Figure 1. Ports around the boundary.
(2 px per um) Pins as bars across the die edge, other pins in grey.
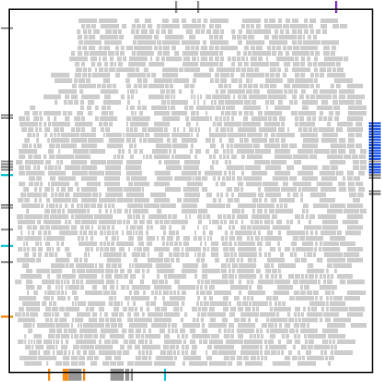
Figure 2. Gate-type map.
(1.5 px per um)
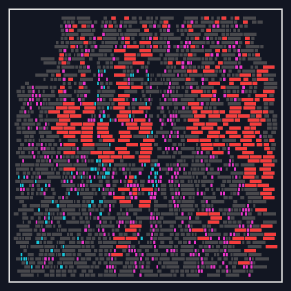
Figure 3. A small window of the routed layout.
Region (78, 42) to (103, 67) um. Cells in grey, sequential cells in the stronger grey; small squares are vias.
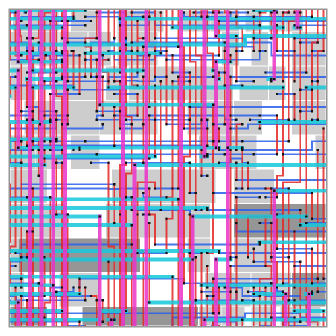
Figure 4. Routing congestion map.
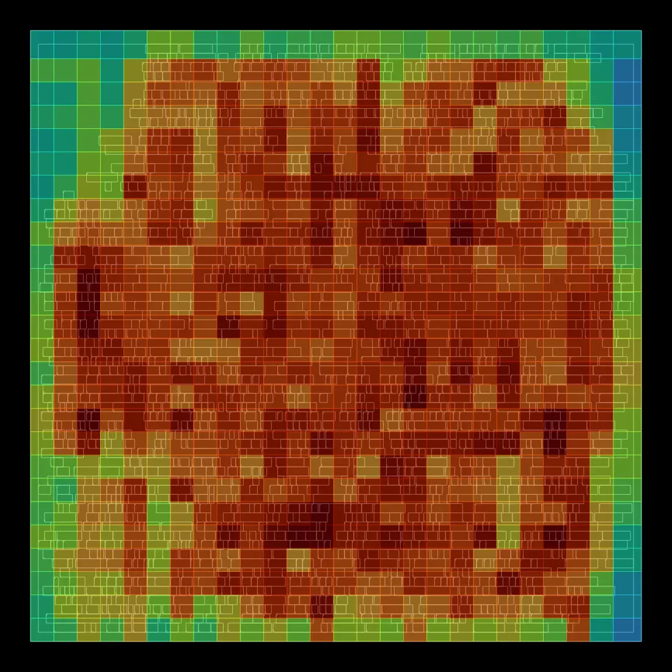
Figure 5. Sequential cells coloured by netlist name.
(1.5 px per um) Other sequential cells in the stronger grey, the rest of the logic in the fainter grey.
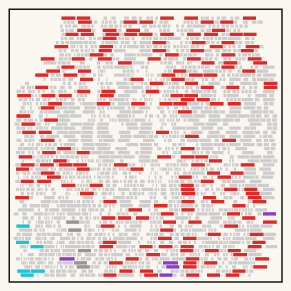
==> config.mk <==
export PLATFORM = sky130hd
export DESIGN_NAME = free_list_flat
export DESIGN_NICKNAME = d
export VERILOG_FILES = /design/src/rtl/free_list_if.sv /design/src/rtl/free_list.sv /design/src/flat_wrapper.sv
export SDC_FILE = /design/constraint.sdc
export NUM_CORES = 1
export LEC_CHECK = 0
export CORE_MARGIN = 2
export CORE_UTILIZATION = 64
export DETAILED_ROUTE_END_ITERATION = 8
export PLACE_DENSITY = 0.83
export SKIP_CTS_REPAIR_TIMING = 1
export SYNTH_ARGS = -nofsm -noshare
export SYNTH_HDL_FRONTEND = slang
export SYNTH_SLANG_ARGS = --single-unit
==> constraint.sdc <==
create_clock -name clock -period 7.9 [get_ports clock]
set_input_delay 1.58 -clock clock [delete_from_list [all_inputs] [get_ports clock]]
set_output_delay 1.58 -clock clock [all_outputs]
set_load 0.01 [all_outputs]
==> impl_metrics.py <==
# Generated from Yosys and OpenROAD reports
metrics = {
    "yosys": {
        "synth_top_area_share_pct": 20.3,
        "ys_seq_share_pct": 26.7,
        "synth_cell_types": 67,
        "synthCells": 2054,
        "avgSynthCellArea_um2": 9.74,
        "ys_async_sr_fraction_pct": 100,
        "yosys-stat-area_um2": 20000,
        "yosys-stat-cells": 2054,
        "area_leaders": "mux4_2 20%, dfstp_2 15%, dfrtp_1 12%, nand3_1 6.6%, a22o_1 4.5%",
    },
    "route": {
        "route.detailed.drc": 0,
        "wl_met1_um": 25700,
        "highest_layer": "met4",
        "route.met2.wl_um": 33400,
        "drt_iter0_markers": 3504,
        "ant_nets": 0,
        "drt_pass1_iterations": 7,
        "dr_wl_met3_um": 13600,
        "via_count": 20200,
    },
    "placed_design": {
        "placed_cells": 2298,
        "dp_hpwl_um": 51400,
    },
    "pwr": {
        "leakage_nw": 8.87,
        "cellPowerDensity_nw_per_um2": 502,
        "peakVddDrop_mv": 0.338,
    },
    "clocking": {
        "htree_levels": 1,
        "clkSinkCount": 208,
        "clk_path_buf_depth": 3,
        "cts_tree": "built",
    },
    "timing": {
        "tightest_slew_ns": 1.46,
        "min_period_over_period_pct": 93.0,
        "finalSetupViolCount": 0,
        "max_freq_mhz": 136,
        "fin_tns_setup_ns": 0,
        "finClkSkew_ns": 0.0120,
        "drv_slew": 0,
    },
    "job": {
        "tool_warnings": 41,
        "drv_cap": 1,
    },
    "critical_path": {
        "rr_worst_depth": 21,
        "arrival_ns": 7.74,
        "crit_path_max_incr_delay_ns": 1.01,
        "slowest_stage": "a311oi_4",
    },
    "floorplan": {
        "rows": 64,
        "dieArea_um2": 32700,
    },
    "grt": {
        "grt_pass1_wl_um": 121000,
        "antenna_found_initial": 2,
        "grt_overflow_total": 0,
    },
    "status": {
        "violations": "max-capacitance violations",
        "outcome": "finished with violations",
    },
}
Back to the opening pictures, Figure 1:
`fl_alloc_pr` -> blue  # pins 18, direction output, edge east
`fl_free_count` -> orange  # pins 6, direction output, edge 5 south, 1 west
`reset` -> purple  # pins 1, direction input, edge north
`fl_retire_valid` -> cyan  # pins 3, direction input, edge 2 west, 1 south
all pins by edge = 23 east, 23 south, 14 west, 3 north
Die W: 181 um
chip height: 181 um
Port Buffers: 62

Back to the opening pictures, Figure 2:
nor cells -> cyan  # cells 82
nand cells -> magenta  # cells 391, where widely spread
mux cells -> red  # cells 268
Cell Count, Final, Fillers Out: 2349
multi-input gate share of total cell area: 62.7%
Commonest Layout Cell: nand3_1

Back to the opening pictures, Figure 3:
metal 2 -> red
metal 4 -> magenta
metal 3 -> cyan
metal 1 -> blue
sequential cells in the window = 3
cells with their middle in the window = 52
most frequent = nand4_1 (8), nand3_1 (7)

Back to the opening pictures, Figure 4:
Total Routing Usage GR: 48.6%
Util after Layout: 70.3%
met2 Use GR: 69.8%
WL/cell: 34.2 um

Back to the opening pictures, Figure 5:
`u_core.fl.free_count` -> cyan  # sequential cells 6, where south-west
`u_core.fl.head_display` -> purple  # sequential cells 5
`u_core.list_q` -> red  # sequential cells 192, where widely spread
not coloured = 5
Sequential Area: 5350 um2
P_seq: 2.64 mW
flop share of the area: 24.8%

-- metal layers --
metal  vias to the layer above  GRT usage [%]
met1                      9562           60.6
li1                       7883              -
met4                         0           32.4
met2                      2144           69.8
met5                         -          0.148
met3                       605           19.5
-- power by group --
group / switching, mW / internal (mW)
Combinational: 3.54 / 3.36
Clock: 0.521 / 0.761
Sequential: 0.863 / 1.78
Total: 4.92 / 5.90
-- kinds of logic (layout without fill, tap and decap cells) --
kind of cell	count (synthesis)	in the layout	synth area share, %
compound gates	585	585	21.9
xor+xnor	19	19	0.832
fa+ha+maj	33	33	2.36
buf+inv	312	209	6.38
flops	208	208	26.7
mux	268	268	24.8
other cells	0	2	0
simple gates	629	629	17.0
-- cells in the final DEF, fill, tap and decap left out, types with 11 or more instances in the layout --
cell type and instances:
a22o_1 102, ha_1 24, xor2_1 11, a21o_1 12
clkbuf_16 27, mux2i_1 70, o21ai_0 110, nor3_1 12
a21boi_0 67, a21oi_1 31, dfstp_2 113, nor2_1 54
a211oi_1 19, and3_1 106, a2bb2oi_1 102, clkdlybuf4s50_1 62
nand4_1 78, buf_4 61, mux2_2 18, inv_1 31
mux4_2 180, and2_1 25, dfrtp_1 93, o2111ai_1 11
nor2b_1 11, o31ai_1 92, nand2_1 37, nand3_1 265
-- synth_stat cells, types with 11 or more instances --
master	n
o2111ai_1	11
and3_1	106
dfstp_2	113
ha_1	25
a22o_1	102
nor2b_1	11
a21oi_1	31
nand4_1	78
a21boi_0	67
clkbuf_1	192
xor2_1	12
nor2_1	55
inv_1	32
o21ai_0	111
and2_1	25
buf_2	45
a2bb2oi_1	102
a21o_1	12
o31ai_1	92
nor3_1	13
nand2_1	37
mux2_2	18
nand3_1	265
dfrtp_1	95
mux4_2	180
buf_1	33
mux2i_1	70
a211oi_1	19
-- cell type report --
| class | instances | area, um2 |
|---|---|---|
| diodes | 2 | 5.00 |
| clock buffers | 37 | 753 |
| clock inverters | 11 | 140 |
| fillers | 2268 | 9110 |
| inverters | 34 | 135 |
| multi-input cells | 1534 | 13500 |
| flip-flops and latches | 208 | 5350 |
| well taps | 396 | 495 |
| repair buffers | 127 | 1160 |
-- critical path, delay by kind of cell --
kind | cells | cell delay [ns]
AOI/OAI and AO/OA | 4 | 1.92
adders and majority gates | 3 | 1.09
muxes | 1 | 0.23
and+or+nand+nor | 7 | 2.08
buffers and inverters | 4 | 0.82
-- stage by stage --
step / instance area, um2 / hold WS (ns) / total power, mW / worst slack [ns] / utilization [%]
6_report: 21600 / 0.681 / 10.8 / 0.556 / 70.3
2_1_floorplan: 20000 / 0.588 / 6.86 / 0.826 / -
5_1_grt: 21600 / 0.712 / 11.1 / 0.238 / 70.3
4_1_cts: 21500 / 0.673 / 10.5 / 0.762 / 70.2
3_5_place_dp: 20700 / 0.664 / 9.16 / 0.208 / 67.3
3_3_place_gp: 20700 / 0.641 / 8.98 / 0.382 / 67.3
Power is estimated from default activity; no workload was simulated.
